Design chip8_sprite_engine, sky130hd; sources not shown.
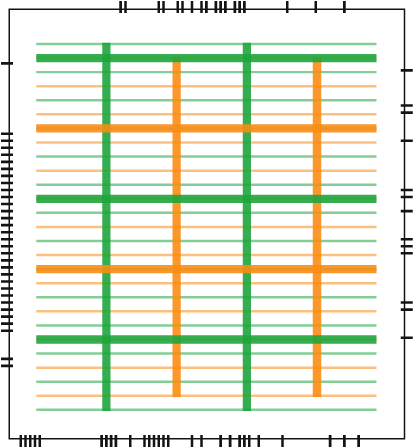
Run 1: supply network
Pins as bars on the die edge.
Orange marks VDD. Green marks VSS.
4 straps on met4. 27 met1 rails follow the rows. 5 straps on met5. 91 signal pins sit on the boundary.
die height: 82.73 um
worst vdd ir: 0.2616 mV
core region area: 4652 um2
Die W: 76.12 um

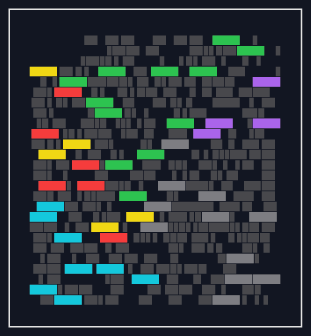
Run 1: register map, names as in the netlist
Other sequential cells in the stronger grey, the rest of the logic in the fainter grey.
Cyan marks `sprite_data`, sequential cells 8, where lower left. Red marks `x`, sequential cells 6, where middle left. Yellow marks `y`, sequential cells 5, where middle left. Purple marks `row_index`, sequential cells 4. Green marks `r_base`, sequential cells 12.
Another 11 sequential cells are not coloured.
sequential power: 0.597 mW
sequential share of cell area: 29.75%
Sequential Area: 920.9 um2
fin util: 66.54%

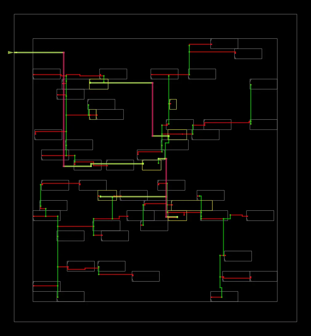
Run 1: clock nets
registers: 46
Clk power: 0.314 mW
CTS Buf Count: 5
Worst-Skew Late Latency: 0.29 ns
clock sinks: 46

==> flow_summary.ini, run 1 <==
; generated from flow reports
[drt]
wl_per_cell_um = 12.95
dr.pass1.iters = 4
finalWirelength_mm = 5.156
num_vias = 1993
first_iter_violations = 95
drc = 0
ant_nets = 0

[logic_synthesis]
edf_count = 0
synthDistinctLibCells = 37
yosys_warnings = 0
synth_area_um2 = 2212
top_logic_kind = simple AND/OR/NAND/NOR gates
ys_seq_share_pct = 41.63
syn_area_per_cell_um2 = 8.193
ys_sh_simple_pct = 23.47
async_flop_share_pct = 0
synthAoiAreaFrac_pct = 12.39
numSynthFlops = 46
synthMuxAreaShare_pct = 4.581
ys_sh_adder_pct = 4.864
ff_type = dfxtp_1
synthCells = 270
ys_sh_xor_pct = 6.674
yosysCellCount = 270

[power]
clock_power_share_pct = 19.2
seqPwrFrac_pct = 36.4
p_leak_nw = 1.208
power_switching_share_pct = 39.60
power_leader = combinational logic
power.internal_mw = 0.9891
power_switching_mw = 0.6486
p_comb_share_pct = 44.4
pg_comb_mw = 0.727
power_density_nw_per_um2 = 529.1

[clock_network]
clk_pin_slew_worst_paths_ns = 0.08
cts_tree = yes
post_cts_resized = 0
holdBufCountCts = 0
cts_root_buf = clkbuf_8
post_cts_buffers = 0
cts_max_level = 2
clockBufferDepth = 2

[final_timing]
drv_slew = 0
max-slew-margin-rel_pct = 41.67
setup_viol = 0
finalClockPeriodUsage_pct = 86.41
min_period_ns = 3.716
worstMarginPinSlew_ns = 0.8750
tns_ns = 0
hold_ws_ns = 0.4061
rsz0062_at_grt = no
hold_viol = 0
fmax_mhz = 269.1

[cells_and_area]
finalNetCount = 393
diodes = 0
drive_gt1_share_pct = 5.848
final_area_um2 = 3095
final_cells = 398
lay_top_cells = clkdlybuf4s50_1 (77), nand2_1 (65), dfxtp_1 (46), a21oi_1 (36), nor2_1 (23)
largest_reg_flops = 12
areaGrowthSynthToFinish_pct = 39.93
layout_top_cell = clkdlybuf4s50_1

[critical_path]
crit_fanout = 7
critPathKind = register to output pin
critical_path.cell_chain = ha_1 > fa_1 > a21o_1 > a21oi_1 > nor2_1 > xnor2_1 > clkdlybuf4s50_1
cp-start-kind = register
required_ns = 3.39
reg2reg_slack_ns = 2.15
arrival_ns = 2.81
path_buffers = 1
cpPeakStageDelay_ns = 0.70
worst_path_max_delay_cell = clkdlybuf4s50_1
cp_num_cells = 7
worst-r2r-cell-count = 7
crit_family = buffers and inverters
endpoint_kind = output pin

[place]
dp_cells = 390
port_buffers = 78
place.detailed.hpwl_mm = 3.751
placed_area_um2 = 2987
gp_congestion = 0.8345

[grt]
first_global_vias = 1924
grt_start_max_net_pins = 50
grt_pass1_wl_mm = 8.542
overflow = 0
track_usage_pct = 16.67
antenna_found_initial = 0

[die]
fp_util_pct = 47.55
rows = 26
num_io_pins = 91
die-area_um2 = 6297

[min_path]
hp-class = register to register
hold_path_depth = 2

[flow_run]
warnings = 31
max_cap_violations = 0

[run_status]
status = complete, no violations
run 1: cells in the mapped netlist (all sizes together) (3+ instances only):
| cell type | count | area [um2] |
|---|---|---|
| nor2 | 23 | 86.33 |
| nor3b | 3 | 22.52 |
| a21oi | 36 | 180.2 |
| dfxtp | 46 | 920.9 |
| buf | 13 | 81.32 |
| ha | 7 | 87.58 |
| nand2b | 3 | 18.77 |
| o21ai | 3 | 15.01 |
| a21o | 3 | 22.52 |
| mux2i | 9 | 90.09 |
| nor3 | 5 | 30.03 |
| clkbuf | 9 | 33.78 |
| xnor2 | 7 | 61.31 |
| nor4b | 3 | 32.53 |
| xor2 | 9 | 86.34 |
| inv | 6 | 22.52 |
| nand3b | 3 | 22.52 |
| nand2 | 65 | 244.0 |
run 1: worst min-delay path: stages (launching register included):
cell and delay (ns):
dfxtp_1 0.31, nand2_1 0.05, a21oi_1 0.05
run 1: routing by layer:
layer  share of wire [%]  GRT usage [%]
met4                 2.0          6.294
met1                  41          17.65
met3                  11          9.328
met5                   0              0
met2                  46          28.00
run 1: layout make-up:
type	instances	area, um2
well taps	56	70.07
fillers	422	1556
inverters	6	22.52
repair buffers	80	790.8
clock buffers	5	68.82
flip-flops and latches	46	920.9
multi-input cells	202	1182
clock inverters	3	40.04
run 1: metrics by stage:
| step | power (mW) | setup WS [ns] | util (%) |
|---|---|---|---|
| 4_1_cts | 1.659 | 0.5444 | 66.54 |
| 2_1_floorplan | 1.093 | 1.213 | - |
| 6_report | 1.638 | 0.5843 | 66.54 |
| 3_3_place_gp | 1.331 | 0.8972 | 64.20 |
| 5_1_grt | 1.760 | 0.4401 | 66.54 |
| 3_5_place_dp | 1.343 | 0.8868 | 64.20 |
--- run 2 (diff from run 1) ---
--- a/config.mk
+++ b/config.mk
@@ -7,7 +7,8 @@
 export LEC_CHECK = 0
 export CORE_ASPECT_RATIO = 1.1
 export CORE_MARGIN = 5
-export CORE_UTILIZATION = 46
+export CORE_UTILIZATION = 40
+export CTS_CLUSTER_DIAMETER = 50
 export CTS_CLUSTER_SIZE = 8
 export DETAILED_ROUTE_END_ITERATION = 16
 export PLACE_DENSITY_LB_ADDON = 0.08
==> constraint.sdc (replaced) <==
create_clock -name clk -period 3.95 [get_ports clk]
set_clock_uncertainty 0.05 [all_clocks]
set_input_delay 0.79 -clock clk [delete_from_list [all_inputs] [get_ports clk]]
set_output_delay 0.79 -clock clk [all_outputs]
set_load 0.03 [all_outputs]
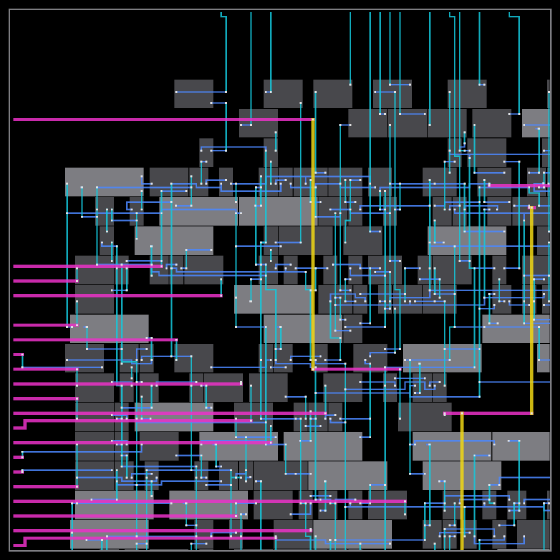
Run 2: close-up of the layout
Window x 0 to 50, y 38 to 88 um. Cells in grey, sequential cells in the stronger grey; small squares are vias.
Blue marks M1. Yellow marks M4. Cyan marks M2. Magenta marks M3.
133 logic cells have their middle in the window. Most frequent: nand2_1 (37), clkdlybuf4s50_1 (31), dfxtp_1 (21). Sequential cells in the window: 21.

==> run 2 against run 1 <==
  * Design area up 0.44%
  * Clock power is 8.3% lower
  * Sequential power up 8.7%
  * Non-clock buffer count up 1
  * Routed wire length fell by 1.1%
  * First-iteration DRC count is 8.4% lower
  * Sequential share of layout area down 0.13 points
  * Die area is 13% higher
  * Combinational power grew 8.3%
  * Area after synthesis stayed put
  * Critical path depth did not move
  * Sequential cell count is the same
  * Largest power group unchanged
  * Highest routed layer unchanged
==> flow_summary.ini, run 2 <==
; generated from flow reports
[critical_path]
critPathKind = register to output pin
worst-r2r-cell-count = 7
reg2reg_slack_ns = 1.79
arrival_ns = 2.82
cp-start-kind = register
endpoint_kind = output pin
crit_fanout = 7

[place]
gp_congestion = 0.7892
place.detailed.hpwl_mm = 3.678
port_buffers = 78

[power]
power_leader = combinational logic
power_switching_mw = 0.6918
pg_comb_mw = 0.787
power_switching_share_pct = 40.12
p_comb_share_pct = 45.6
p_leak_nw = 1.203
ir_worst_vdd_mv = 0.2600
clock_power_share_pct = 16.7
seq-power_mw = 0.649
power_density_nw_per_um2 = 554.6
seqPwrFrac_pct = 37.7
power.internal_mw = 1.032
total_power_mw = 1.724

[grt]
grt_pass1_wl_mm = 8.500
overflow = 0
track_usage_pct = 15.33
first_global_vias = 1883
grt_start_max_net_pins = 42
antenna_found_initial = 0

[logic_synthesis]
ys_seq_share_pct = 41.63
synth_area_um2 = 2212
synthCells = 270
top_cells_by_area = dfxtp_1 (42%), nand2_1 (11%), a21oi_1 (8.1%)
yosysCellCount = 270
synthDistinctLibCells = 37
yosys_warnings = 0
ff_type = dfxtp_1
yosys.area.top_type = dfxtp_1
edf_count = 0
top_cell = nand2_1
numSynthFlops = 46
async_flop_share_pct = 0
syn_area_per_cell_um2 = 8.193

[drt]
finalWirelength_mm = 5.100
first_iter_violations = 87
wl_per_cell_um = 12.20
drc = 0
num_vias = 1968
ant_nets = 0
dr.pass1.iters = 4

[min_path]
hold_path_depth = 2

[clock_network]
cts_root_buf = clkbuf_8
clk_pin_slew_worst_paths_ns = 0.08
holdBufCountCts = 0
post_cts_resized = 0
clkLatencyLatePin_ns = 0.29
cts.sinks = 46
cts_max_level = 2
cts_buffers = 5
cts_tree = yes
clockBufferDepth = 2

[flow_run]
warnings = 31
max_cap_violations = 0

[final_timing]
fmax_mhz = 273.0
drv_slew = 0
hold_viol = 0
min_period_ns = 3.664
max-slew-margin-rel_pct = 46.31
setup_viol = 0
tns_ns = 0
finalClockPeriodUsage_pct = 92.75
rsz0062_at_grt = no

[die]
core-area_um2 = 5395
fp_util_pct = 41.00
die_w_um = 80.91
die-area_um2 = 7119
rows = 28
num_io_pins = 91
die_h_um = 88.00

[cells_and_area]
diodes = 0
layout_top_cell = clkdlybuf4s50_1
finalNetCount = 394
areaGrowthSynthToFinish_pct = 40.55
lay_top_cells = clkdlybuf4s50_1 (77), nand2_1 (65), dfxtp_1 (46), a21oi_1 (36), nor2_1 (23)
largest_reg_flops = 12

[run_status]
status = complete, no violations
[run 2: netlist changes by cell type in the layout (fill, tap and decap cells not counted), sizes merged]
cell,delta
clkbuf,+2
bufinv,-1
buf,+1
clkinv,-1
[run 2: final cells by class]
type | count | area, um2
flip-flops and latches | 46 | 920.9
clock buffers | 7 | 86.33
fillers | 540 | 2286
well taps | 75 | 93.84
multi-input cells | 202 | 1182
repair buffers | 81 | 798.3
inverters | 6 | 22.52
clock inverters | 1 | 5.005
[run 2: critical path, cell delays in order (launching register included)]
cell and delay (ns):
dfxtp_1 0.38, ha_1 0.25, fa_1 0.40, a21o_1 0.17
a21oi_1 0.34, nor2_1 0.12, xnor2_1 0.17, clkdlybuf4s50_1 0.70
[run 2: cell families after synthesis]
logic type / synth area share [%]
AND-OR/OR-AND: 12.39
XOR/XNOR: 6.675
adder cells (fa/ha/maj): 4.864
buffers and inverters: 6.221
flip-flops: 41.63
multiplexers: 4.582
other: 0.1695
AND/OR/NAND/NOR: 23.47
[run 2: metal layers]
metal  part of all wire, %  GRT usage, %  vias to the layer above
met5                     0             0                        -
met4                   1.2         5.530                        0
met3                    10         7.407                        6
met2                    47         25.24                       53
met1                    41         17.20                      883
li1                      -             -                     1026
[run 2: metrics by stage]
stage / utilization, % / setup slack, ns / cells / instance area [um2]
2_1_floorplan: - / 0.9326 / 276 / 2235
3_3_place_gp: 55.94 / 0.6034 / 410 / 3018
3_5_place_dp: 55.94 / 0.5923 / 410 / 3018
4_1_cts: 57.63 / 0.2562 / 418 / 3109
5_1_grt: 57.63 / 0.06827 / 418 / 3109
6_report: 57.63 / 0.2865 / 418 / 3109
Power figures rest on the tool's default switching activity, not on a simulated workload.
